Design urng_64, sky130hd; sources not shown.
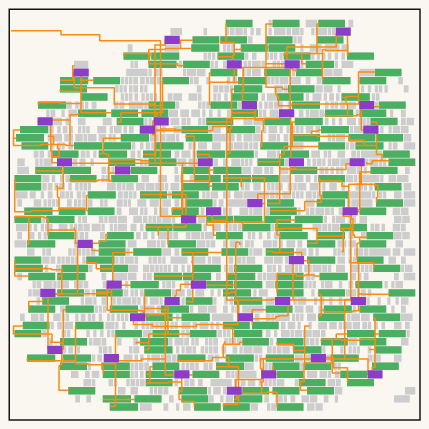
run_1/clock_wires.png
(3 px per µm)
clock-net drivers -> purple  # count 38
clock wires -> orange  # length 3000 µm
flip-flops -> green  # count 235
flops lie = spread over the die
routed clock nets = 39
Insertion Delay late pin: 540 ps
skew final: 21.3 ps

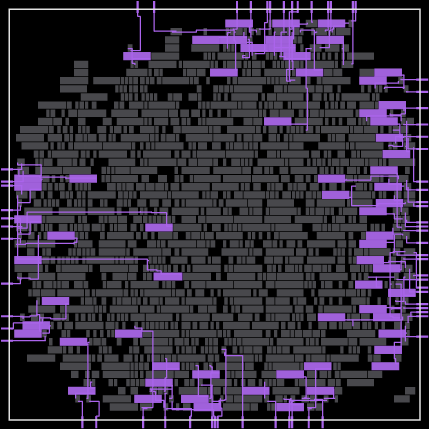
run_1/port_trees.png
(3 px per µm)
data_out -> purple  # bits 64, direction output, end cells 64, buffers 64, wire 1620 µm
IO Port Bufs: 67
num ports: 68

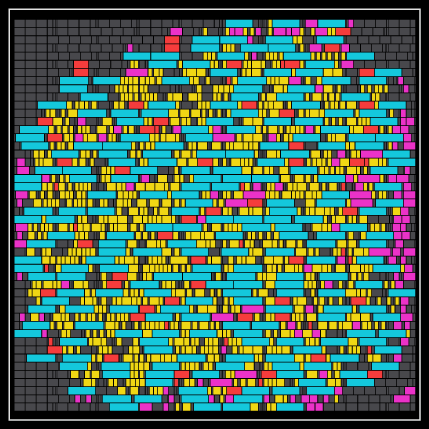
run_1/class_map.png
(3 px per µm) Fill, decap, tap and diode cells in gray.
clock drivers and dummy loads -> red  # cells 69
remaining buffers and delay cells -> magenta  # cells 132
registers -> cyan  # cells 235
remaining logic cells -> yellow  # cells 904
fin area: 12700 µm²
row cnt: 48
sequential share of cell area: 47.3%

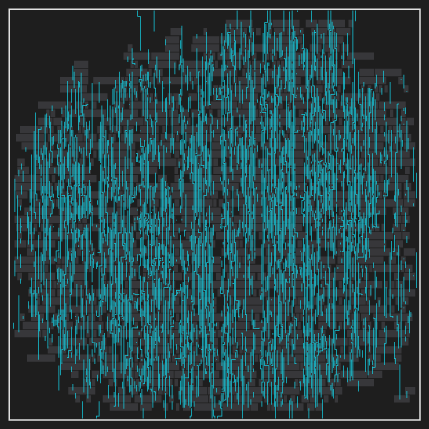
run_1/m2.png
(3 px per µm) Cells faint in the background.
share of all routed wire = 45%
wire length on this layer = 12800 µm
longest straight run = 61.9 µm
nets with wire on the layer = 1121
main direction = vertical
total routed wirelength: 28200 µm
met2 usage: 47.6%
Vias: 8660

==> impl_metrics.ini, run 1 <==
; flow metrics
[setup_path]
critPathSlowestCell = dfrtp_1
required_ps = 1100
crit_family = flip-flops
rrSetupSlack_ps = 40
path_buffers = 1
worstPathArrival_ps = 1100
max_stage_delay_ps = 420
worstPathMaxFanout = 2

[outcome]
status = finished with violations
violations = negative setup slack

[pwr]
internal-power_mw = 17.9
ir_worst_vdd_mv = 1.30
p_switching_mw = 11.8
power_density_nw_per_um2 = 2340
seq_power_share_pct = 41.5

[layout]
dominant_cells = registers
buffers = 132
lay_top_count = nand2_1
drive_gt1_share_pct = 20.8
clkbuf_count = 50
fin_util_pct = 72.5
num-fill-cells = 1220
final-seq-area_um2 = 5990
fin_cells = 1565
clk_share_pct = 5.99
lay_top_cells = nand2_1 (424), dfrtp_1 (145), o21ai_0 (128), inv_1 (97), dfstp_2 (89)

[synth]
synth_seq_share_pct = 55.3
yosys_warnings = 0
ys_area_um2 = 10800
yosysTopAreaCell = dfrtp_1
top_cells_by_area = dfrtp_1 (34%), dfstp_2 (22%), nand2_1 (15%)
ys_cells = 1200
edf_count = 0
synthesis.area_um2 = 10800
async_flop_share_pct = 100
ys_types = 26

[job]
maxCapViolations = 0

[global_routing]
grtUsageMet3_pct = 9.32
grt_first_pass_wirelength_um = 43900
grt-busiest-layer = met2
grt_max_degree = 59
grtUsageTotal_pct = 31.8

[detailed_routing]
dr.pass1.iters = 5
via_per_inst = 5.53
dr_wl_met2_um = 12800
maxUsedRoutingLayer = met4
wl_met1_um = 11500

[floorplanning]
dieArea_um2 = 18600
fp.dieH_um = 136
num_tap_cells = 225
fp_util_pct = 62.0

[placed_design]
globalplace.congestion = 0.937
place_ws_ps = 87.2

[worst_hold_path]
min_path_cells = 4
hp-class = in -> reg

[timing]
slew_headroom_pct = 64.7
hold_viol = 0
rsz0062_at_grt = yes
setup-violations-final = 1
fin_ws_ps = -0.578
fmax_mhz = 724

[clock_network]
cts_buffers = 38
cts.sinks = 235
post_cts_buffers = 6
[run 1: cells by family after synthesis]
| kind of cell | count (synthesis) | synth area share (%) |
|---|---|---|
| xor gates and xnor gates | 138 | 11.1 |
| buffers and inverters | 140 | 6.13 |
| DFF | 235 | 55.3 |
| and+or+nand+nor | 519 | 19.1 |
| AOI/OAI and AO/OA | 168 | 8.38 |
[run 1: power groups by stage]
| stage | clock network [mW] | logic (mW) | registers (mW) |
|---|---|---|---|
| global placement | 0 | 10.9 | 12.2 |
| CTS | 5.99 | 10.7 | 12.2 |
| detailed placement | 0 | 11.2 | 12.3 |
| global route | 6.30 | 12.4 | 12.5 |
| floorplan | 0 | 6.02 | 12.5 |
| finish | 5.94 | 11.4 | 12.3 |
--- run 2 (diff from run 1) ---
Settings changed: ABC_CLOCK_PERIOD_IN_PS set to 1380.
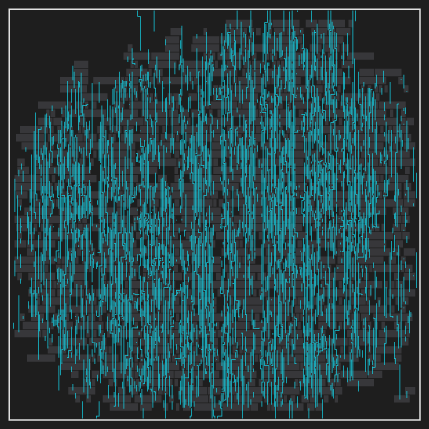
run_2/m2.png
(3 px per µm) Cells faint in the background.
share of all routed wire = 45%
main direction = vertical
nets with wire on the layer = 1121

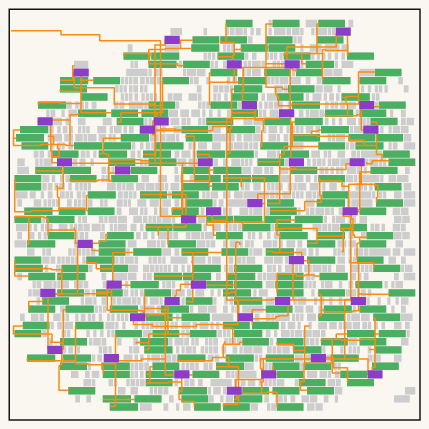
run_2/clock_wires.png
(3 px per µm)
clock-net drivers -> purple  # count 38
clock wires -> orange  # length 3000 µm
flip-flops -> green  # count 235
routed clock nets = 39
Clock group: 5.94 mW
Clk pwr share: 20.1%

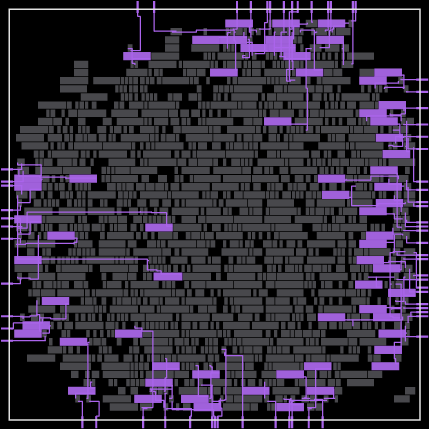
run_2/port_trees.png
(3 px per µm)
data_out -> purple  # bits 64, direction output, end cells 64, buffers 64, wire 1620 µm

==> run 2 against run 1 <==
  * The flow still finishes with violations (negative setup slack)
  * Worst hold slack unchanged
  * Combinational power about the same
  * Wire length unchanged
  * Clock power about the same
  * Sequential cell count unchanged
  * Clock skew unchanged
  * Fmax unchanged
  * Final area unchanged
  * Worst setup slack unchanged
  * Synthesized cell count unchanged
  * Largest cell class unchanged
==> impl_metrics.ini, run 2 <==
; flow metrics
[layout]
dominant_cells = registers
clk_share_pct = 5.99
drive_gt1_share_pct = 20.8
fin_util_pct = 72.5
clkbuf_count = 50
fin_cells = 1565
lay_top_count = nand2_1
lay_top_cells = nand2_1 (424), dfrtp_1 (145), o21ai_0 (128), inv_1 (97), dfstp_2 (89)
finalInstanceArea_um2 = 12700
final-seq-area_um2 = 5990
buffers = 132

[global_routing]
grt_max_degree = 59
grtUsageTotal_pct = 31.8
grt_first_pass_wirelength_um = 43900

[synth]
synthesis.area_um2 = 10800
ys_area_um2 = 10800
yosys_warnings = 0
async_flop_share_pct = 100
edf_count = 0
synth_seq_share_pct = 55.3
ys_cells = 1200

[floorplanning]
num_tap_cells = 225
dieArea_um2 = 18600
fp_util_pct = 62.0
fp.dieH_um = 136
io-pin-count = 68

[pwr]
power-top-group = sequential cells
pg_comb_mw = 11.4
power_density_nw_per_um2 = 2340
p_seq_mw = 12.3
internal-power_mw = 17.9
ir_worst_vdd_mv = 1.30

[timing]
clock_skew_ps = 21.3
slew_headroom_pct = 64.7
fmax_mhz = 724
fin_ws_ps = -0.578
setup-violations-final = 1

[outcome]
violations = negative setup slack
status = finished with violations

[placed_design]
place_ws_ps = 87.2
portBuffers = 67
globalplace.congestion = 0.937

[setup_path]
critPathSlowestCell = dfrtp_1
max_stage_delay_ps = 420
rrSetupSlack_ps = 40
worstPathArrival_ps = 1100
path_buffers = 1

[detailed_routing]
via_per_inst = 5.53
dr.pass1.iters = 5
via_count = 8660
drt_wl_total_um = 28200

[job]
maxCapViolations = 0

[clock_network]
cts_buffers = 38
cts.sinks = 235
clock.latency.late_pin_ps = 540

[worst_hold_path]
hp-class = in -> reg
==> run 2: kinds of logic (layout without fill, tap and decap cells) <==
logic type	count (synthesis)	in the layout	synth area share (%)
xor+xnor	138	138	11.1
flops	235	235	55.3
buf+inv	140	280	6.13
simple gates	519	519	19.1
compound gates	168	168	8.38
==> run 2: layer usage <==
layer,vias up,wire (µm),track usage (%)
met5,-,0,0
met4,0,1260,15.1
met3,85,2620,9.32
met2,390,12800,47.6
met1,4189,11500,42.4
li1,3996,-,-
==> run 2: repair_timing <==
item                                    4_1_cts  5_1_grt
cloned                                        0        0
resized                                     277       34
endpoints found under the setup margin       65       30
setup buffers                                 6       16
endpoints found under the hold margin       137        0
hold buffers                                  1        0
Power figures rest on the tool's default switching activity, not on a simulated workload.
